**src/rtl/id_ex_skid_reg_if.sv**
```systemverilog
// Valid/ready stream carrying one ID/EX entry (control bundle plus data bundle).
interface id_ex_skid_reg_if #(
  parameter int CTRL_W = 12,
  parameter int DATA_W = 143
);
  logic              valid;
  logic              ready;
  logic [CTRL_W-1:0] ctrl;
  logic [DATA_W-1:0] data;

  modport master (output valid, output ctrl, output data, input  ready);
  modport slave  (input  valid, input  ctrl, input  data, output ready);
endinterface

```
**src/rtl/id_ex_skid_reg.sv**
```systemverilog
// ID/EX pipeline register with optional skid entry (enable with macro ID_EX_SKID_EN),
// synchronous flush and a saturating downstream-starvation counter.
module id_ex_skid_reg #(
  parameter int CTRL_W = 12,
  parameter int DATA_W = 143,
  parameter int CNT_W  = 16
) (
  input  logic             clk,
  input  logic             rst,
  input  logic             flush,
  id_ex_skid_reg_if.slave  s,
  id_ex_skid_reg_if.master m,
  output logic [1:0]       occupancy,
  input  logic             bubble_clr,
  output logic [CNT_W-1:0] bubble_cnt
);

  typedef enum logic [1:0] {EMPTY = 2'd0, ONE = 2'd1, FULL = 2'd2} state_t;

  state_t            state_q, state_d;
  logic [CTRL_W-1:0] main_ctrl_q, main_ctrl_d;
  logic [DATA_W-1:0] main_data_q, main_data_d;
  logic              m_valid_q, m_valid_d;
  logic [CNT_W-1:0]  bubble_q, bubble_d;
  logic              s_ready;
  logic              s_fire;
  logic              m_fire;

`ifdef ID_EX_SKID_EN
  logic [CTRL_W-1:0] skid_ctrl_q, skid_ctrl_d;
  logic [DATA_W-1:0] skid_data_q, skid_data_d;
  logic              s_ready_q, s_ready_d;

  // Registered ready: upstream never sees a combinational path from m_ready.
  assign s_ready = s_ready_q;
`else
  assign s_ready = ~m_valid_q | m.ready;
`endif

  assign s_fire    = s.valid & s_ready;
  assign m_fire    = m_valid_q & m.ready;
  assign s.ready   = s_ready;
  assign m.valid   = m_valid_q;
  assign m.ctrl    = main_ctrl_q;
  assign m.data    = main_data_q;
  assign occupancy = state_q;
  assign bubble_cnt = bubble_q;

  always_comb begin
    state_d     = state_q;
    main_ctrl_d = main_ctrl_q;
    main_data_d = main_data_q;
`ifdef ID_EX_SKID_EN
    skid_ctrl_d = skid_ctrl_q;
    skid_data_d = skid_data_q;
`endif
    if (flush) begin
      // Squash drops control only; data bundles keep their last value.
      state_d     = EMPTY;
      main_ctrl_d = '0;
`ifdef ID_EX_SKID_EN
      skid_ctrl_d = '0;
`endif
    end else begin
      case (state_q)
        EMPTY: begin
          if (s_fire) begin
            state_d     = ONE;
            main_ctrl_d = s.ctrl;
            main_data_d = s.data;
          end
        end
        ONE: begin
          if (s_fire && m_fire) begin
            main_ctrl_d = s.ctrl;
            main_data_d = s.data;
          end else if (m_fire) begin
            state_d     = EMPTY;
            main_ctrl_d = '0;
          end
`ifdef ID_EX_SKID_EN
          else if (s_fire) begin
            state_d     = FULL;
            skid_ctrl_d = s.ctrl;
            skid_data_d = s.data;
          end
`endif
        end
`ifdef ID_EX_SKID_EN
        FULL: begin
          if (m_fire) begin
            state_d     = ONE;
            main_ctrl_d = skid_ctrl_q;
            main_data_d = skid_data_q;
            skid_ctrl_d = '0;
          end
        end
`endif
        default: state_d = EMPTY;
      endcase
    end
    m_valid_d = (state_d != EMPTY);
`ifdef ID_EX_SKID_EN
    s_ready_d = (state_d != FULL);
`endif
  end

  always_comb begin
    bubble_d = bubble_q;
    if (bubble_clr) begin
      bubble_d = '0;
    end else if (m.ready && !m_valid_q && (bubble_q != {CNT_W{1'b1}})) begin
      bubble_d = bubble_q + CNT_W'(1);
    end
  end

  always_ff @(posedge clk or posedge rst) begin
    if (rst) begin
      state_q     <= EMPTY;
      main_ctrl_q <= '0;
      main_data_q <= '0;
      m_valid_q   <= 1'b0;
      bubble_q    <= '0;
`ifdef ID_EX_SKID_EN
      skid_ctrl_q <= '0;
      skid_data_q <= '0;
      s_ready_q   <= 1'b1;
`endif
    end else begin
      state_q     <= state_d;
      main_ctrl_q <= main_ctrl_d;
      main_data_q <= main_data_d;
      m_valid_q   <= m_valid_d;
      bubble_q    <= bubble_d;
`ifdef ID_EX_SKID_EN
      skid_ctrl_q <= skid_ctrl_d;
      skid_data_q <= skid_data_d;
      s_ready_q   <= s_ready_d;
`endif
    end
  end

endmodule
```
**src/flat_wrapper.sv**
```systemverilog
// flat-port wrapper written by rule: the top's interface ports become plain ports
module id_ex_skid_reg_flat 
#(
  parameter int CTRL_W = 12,
  parameter int DATA_W = 143,
  parameter int CNT_W  = 16
)
  (clk, rst, flush, occupancy, bubble_clr, bubble_cnt, s_valid, s_ctrl, s_data, s_ready, m_valid, m_ctrl, m_data, m_ready);
  id_ex_skid_reg_if #(.CTRL_W(CTRL_W), .DATA_W(DATA_W)) s_i ();
  id_ex_skid_reg_if #(.CTRL_W(CTRL_W), .DATA_W(DATA_W)) m_i ();
  input  logic clk;
  input  logic rst;
  input  logic flush;
  output logic [1:0] occupancy;
  input  logic bubble_clr;
  output logic [CNT_W-1:0] bubble_cnt;
  input wire logic [$bits(s_i.valid)-1:0] s_valid;
  input wire logic [$bits(s_i.ctrl)-1:0] s_ctrl;
  input wire logic [$bits(s_i.data)-1:0] s_data;
  output wire logic [$bits(s_i.ready)-1:0] s_ready;
  output wire logic [$bits(m_i.valid)-1:0] m_valid;
  output wire logic [$bits(m_i.ctrl)-1:0] m_ctrl;
  output wire logic [$bits(m_i.data)-1:0] m_data;
  input wire logic [$bits(m_i.ready)-1:0] m_ready;
  assign s_i.valid = s_valid;
  assign s_i.ctrl = s_ctrl;
  assign s_i.data = s_data;
  assign s_ready = s_i.ready;
  assign m_valid = m_i.valid;
  assign m_ctrl = m_i.ctrl;
  assign m_data = m_i.data;
  assign m_i.ready = m_ready;
  id_ex_skid_reg #(.CTRL_W(CTRL_W), .DATA_W(DATA_W), .CNT_W(CNT_W)) u_core (.clk(clk), .rst(rst), .flush(flush), .s(s_i), .m(m_i), .occupancy(occupancy), .bubble_clr(bubble_clr), .bubble_cnt(bubble_cnt));
endmodule
```
**config.mk**
```make
export PLATFORM = sky130hd
export DESIGN_NAME = id_ex_skid_reg_flat
export DESIGN_NICKNAME = d
export VERILOG_FILES = /design/src/rtl/id_ex_skid_reg_if.sv /design/src/rtl/id_ex_skid_reg.sv /design/src/flat_wrapper.sv
export SDC_FILE = /design/constraint.sdc
export NUM_CORES = 1
export LEC_CHECK = 0
export ABC_AREA = 1
export CAP_MARGIN = 20
export CELL_PAD_IN_SITES_DETAIL_PLACEMENT = 0
export CELL_PAD_IN_SITES_GLOBAL_PLACEMENT = 1
export CORE_MARGIN = 5
export CORE_UTILIZATION = 29
export DETAILED_ROUTE_END_ITERATION = 6
export GPL_TIMING_DRIVEN = 0
export PLACE_DENSITY = 0.91
export RECOVER_POWER = 100
export SLEW_MARGIN = 10
export SYNTH_ARGS = -nofsm -noshare
export SYNTH_HDL_FRONTEND = slang
export SYNTH_SLANG_ARGS = --single-unit
```
**constraint.sdc**
```tcl
create_clock -name clk -period 7.85 [get_ports clk]
set_input_delay 1.9625 -clock clk [delete_from_list [all_inputs] [get_ports clk]]
set_output_delay 1.9625 -clock clk [all_outputs]
set_load 0.05 [all_outputs]
```
==> results.toml, run 1 <==
# implementation run metrics
[final_timing]
setup_viol = 0
slew_violations = 81
finalCritPeriodShare_pct = 70.10
fmax_ghz = 0.1817

[flow_run]
cap_violations = 1

[power]
leakagePower_uw = 0.005826

[synth]
ys_cells = 829
yosys.area_share.adder_pct = 0.1741

[finish]
bufAreaShareNonClock_pct = 30.62
finalNonFillerCells = 1520
num-nonclk-buffers = 374
n_clock_buffer = 18

[setup_path]
rrSetupSlack_ns = 5.23
cp.arrival_ns = 3.54

[worst_hold_path]
hold_end = "u_core.m.data[5]"

[floorplan]
fp.dieH_um = 167.4
tapCellCount = 324

[global_routing]
grt_start_max_net_pins = 95

[outcome]
run_status = "complete, but fails checks"
violations = "max-capacitance violations, max-slew violations"

[place]
numPortBuffers = 335
run 1: critical path, stage by stage:
cell,delay [ns]
dlygate4sd3_1,0.54
inv_1,0.07
nand2_1,0.05
dlygate4sd3_1,0.91
run 1: state kept, by name, indices dropped and copies added (netlist names):
| register | count |
|---|---|
| u_core.m.data | 143 |
| u_core.occupancy | 2 |
| u_core.m.ctrl | 12 |
| u_core.bubble_cnt | 16 |
| u_core.m.valid | 1 |
run 1: power groups by stage:
stage / Sequential, µW / Clock, µW / Combinational, µW
floorplan: 1690 / 0 / 158
CTS: 1140 / 902 / 1190
finish: 1130 / 874 / 1110
global placement: 1140 / 0 / 1180
global route: 1150 / 937 / 1180
detailed placement: 1150 / 0 / 1180
run 1: worst max path at each step:
stage	end	from	cells past startpoint	slack, ns
2_1_floorplan	u_core.bubble_cnt[0]	rst	1	1.17
4_1_cts	s_ready	m_ready	4	2.49
6_report	s_ready	m_ready	4	2.35
5_1_grt	s_ready	m_ready	4	2.30
3_5_place_dp	s_ready	m_ready	4	2.49
3_3_place_gp	u_core.m.data[124]	rst	2	-1.57
run 1: metrics by stage:
| step | setup TNS [ns] | setup slack, ns |
|---|---|---|
| after floorplan | 0 | 1.171 |
| after global routing | 0 | 2.304 |
| after CTS | 0 | 2.486 |
| final | 0 | 2.347 |
| after detailed placement | 0 | 2.494 |
| after global placement | -270.49 | -1.566 |
run 1: per-layer routing:
layer | vias up | global-route usage, % | part of all wire [%]
li1 | 3262 | - | -
met3 | 17 | 6.247 | 9.3
met1 | 3043 | 19.89 | 42
met2 | 246 | 28.43 | 48
met5 | - | 0 | 0
met4 | 0 | 5.116 | 1.6
run 1: kinds of logic after synthesis:
kind of cell | Yosys count
flops | 174
other cells | 1
fa+ha+maj | 1
xor+xnor | 5
simple gates | 291
compound gates | 158
buf+inv | 199
Run 1, register map, names as in the netlist:
The bar under the picture is 50 µm long. Other sequential cells in the stronger grey, the rest of the logic in the fainter grey.
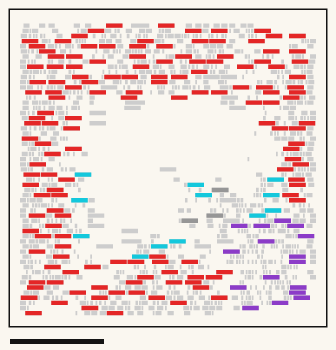
Key: u_core.m.ctrl = cyan [sequential cells 12]; u_core.m.data = red [sequential cells 143, where all over the die]; u_core.bubble_cnt = purple [sequential cells 16, where bottom right]

Run 1, routing congestion map:
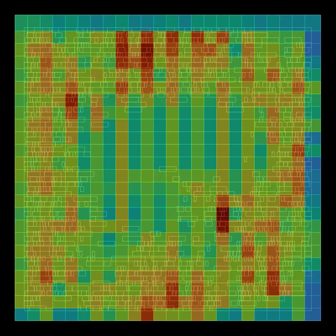
GR peak layer: met2
Core Util, Final: 47.28%
Total GRT Usage: 16.77%

Run 1, gate families picked out:
The bar under the picture is 50 µm long.
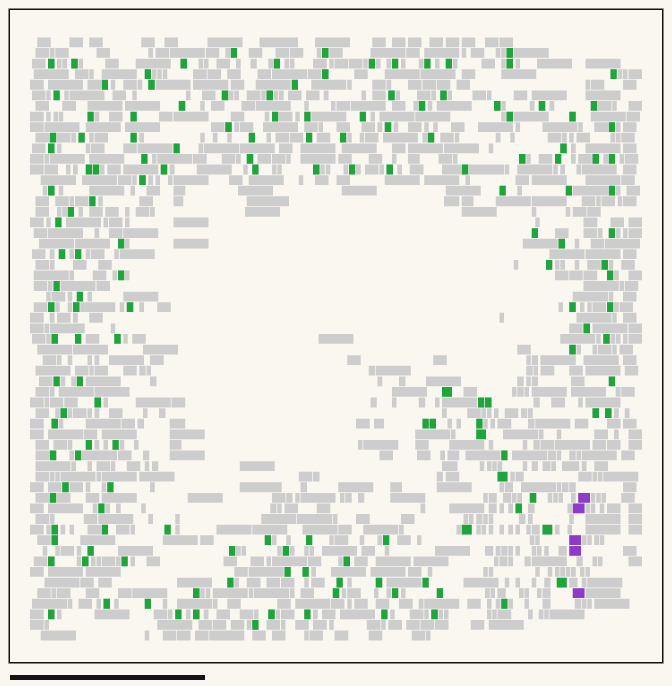
Key: aoi and oai cells = green [cells 158, most used o21ai_0, where all over the die]; xor and xnor cells = purple [cells 5, most used xor2_1, where bottom right]

Run 1, placement by cell class:
The bar under the picture is 50 µm long.
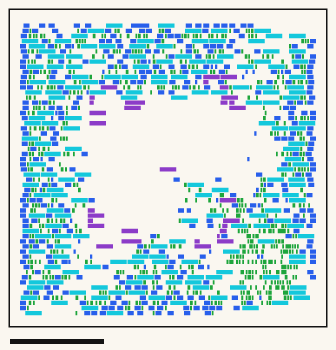

==> run 2: changes to the inputs <==
==> constraint.sdc (replaced) <==
create_clock -name clk -period 5.5 [get_ports clk]
set_input_delay 1.375 -clock clk [delete_from_list [all_inputs] [get_ports clk]]
set_output_delay 1.375 -clock clk [all_outputs]
set_load 0.05 [all_outputs]
Run 2, placement by cell class:
The bar under the picture is 50 µm long.
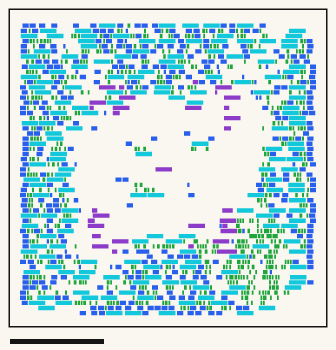
Key: clock drivers and dummy loads = purple [cells 32]; registers = cyan [cells 174]; remaining buffers and delay cells = blue [cells 378]; remaining logic cells = green [cells 617]

==> results.toml, run 2 <==
# implementation run metrics
[synth]
ys_cells = 829
synthTopCellsByArea = "dfrtp_1 (61%), nand2_1 (11%), o21ai_0 (9.4%), inv_1 (8.4%), nand3_1 (2.3%)"
top_cells_by_count = "nand2_1 (216), dfrtp_1 (174), inv_1 (160)"

[floorplan]
fp.dieH_um = 167.4

[final_timing]
tns_ns = 0
finalCritPeriodShare_pct = 78.29
slew_violations = 62
fmax_ghz = 0.2322
fin_crit_ns = 4.306

[place]
numPortBuffers = 335

[worst_hold_path]
hold_end = "u_core.m.data[67]"

[global_routing]
globalRouteTotalUtil_pct = 16.79
grt_start_max_net_pins = 38

[outcome]
violations = "max-capacitance violations, max-slew violations"
run_status = "complete, but fails checks"

[setup_path]
r2r-start = "u_core.m.valid"
critical_path.most_common_cell = "dlygate4sd3_1"
rrSetupSlack_ns = 2.94
startpoint = "m_ready"
slowest_delay_ns = 0.90
crit_path_top_delay_cell = "dlygate4sd3_1"

[finish]
largest_reg_flops = 143

[power]
leakagePower_uw = 0.005831

[flow_run]
cap_violations = 2
## run 2: worst max-delay path, delay by kind of cell
kind	cells	cell delay (ns)
buffers and inverters	3	1.50
AND/OR/NAND/NOR	1	0.05
## run 2: logic make-up (layout without fill, tap and decap cells)
kind of cell | count (synthesis) | in the layout | share of synthesized area (%)
AND-OR/OR-AND | 158 | 158 | 11.38
flip-flops | 174 | 174 | 60.57
AND/OR/NAND/NOR | 291 | 291 | 16.29
buffers and inverters | 199 | 571 | 10.91
other | 1 | 1 | 0.05217
XOR/XNOR | 5 | 5 | 0.6092
adder cells (fa/ha/maj) | 1 | 1 | 0.1740
## run 2: per-layer routing
layer | GRT usage (%) | up-vias | share of wire (%)
met2 | 28.22 | 243 | 48
met3 | 6.341 | 19 | 9.0
li1 | - | 3276 | -
met1 | 20.48 | 3108 | 41
met4 | 4.199 | 4 | 1.3
met5 | 0 | - | 0.087
## run 2: final cells by class
cell class,instances,share of cell area (%)
Buffer,38,1.312
Clock buffer,19,3.839
Clock inverter,13,1.291
Inverter,161,5.260
Multi-Input combinational cell,456,17.66
Sequential cell,174,37.74
Tap cell,324,3.514
Timing Repair Buffer,340,29.39
## run 2: report_power, final
part / switching, µW / internal [µW]
clock network: 574 / 659
logic: 1110 / 480
registers: 116 / 1500
total: 1800 / 2640
## run 2: metrics by stage
stage | utilization [%] | instance area (µm²) | hold slack, ns | worst slack, ns | instances
finish | 47.30 | 11540 | 0.4788 | 1.194 | 1525
floorplan | - | 7192 | 0.7612 | 1.900 | 829
CTS | 47.73 | 11640 | 0.4896 | 1.319 | 1525
global route | 47.30 | 11540 | 0.5019 | 0.6544 | 1525
global placement | 44.90 | 10950 | 0.4646 | 0.2980 | 1488
detailed placement | 45.31 | 11050 | 0.4714 | 1.320 | 1493
Power is estimated from default activity; no workload was simulated.
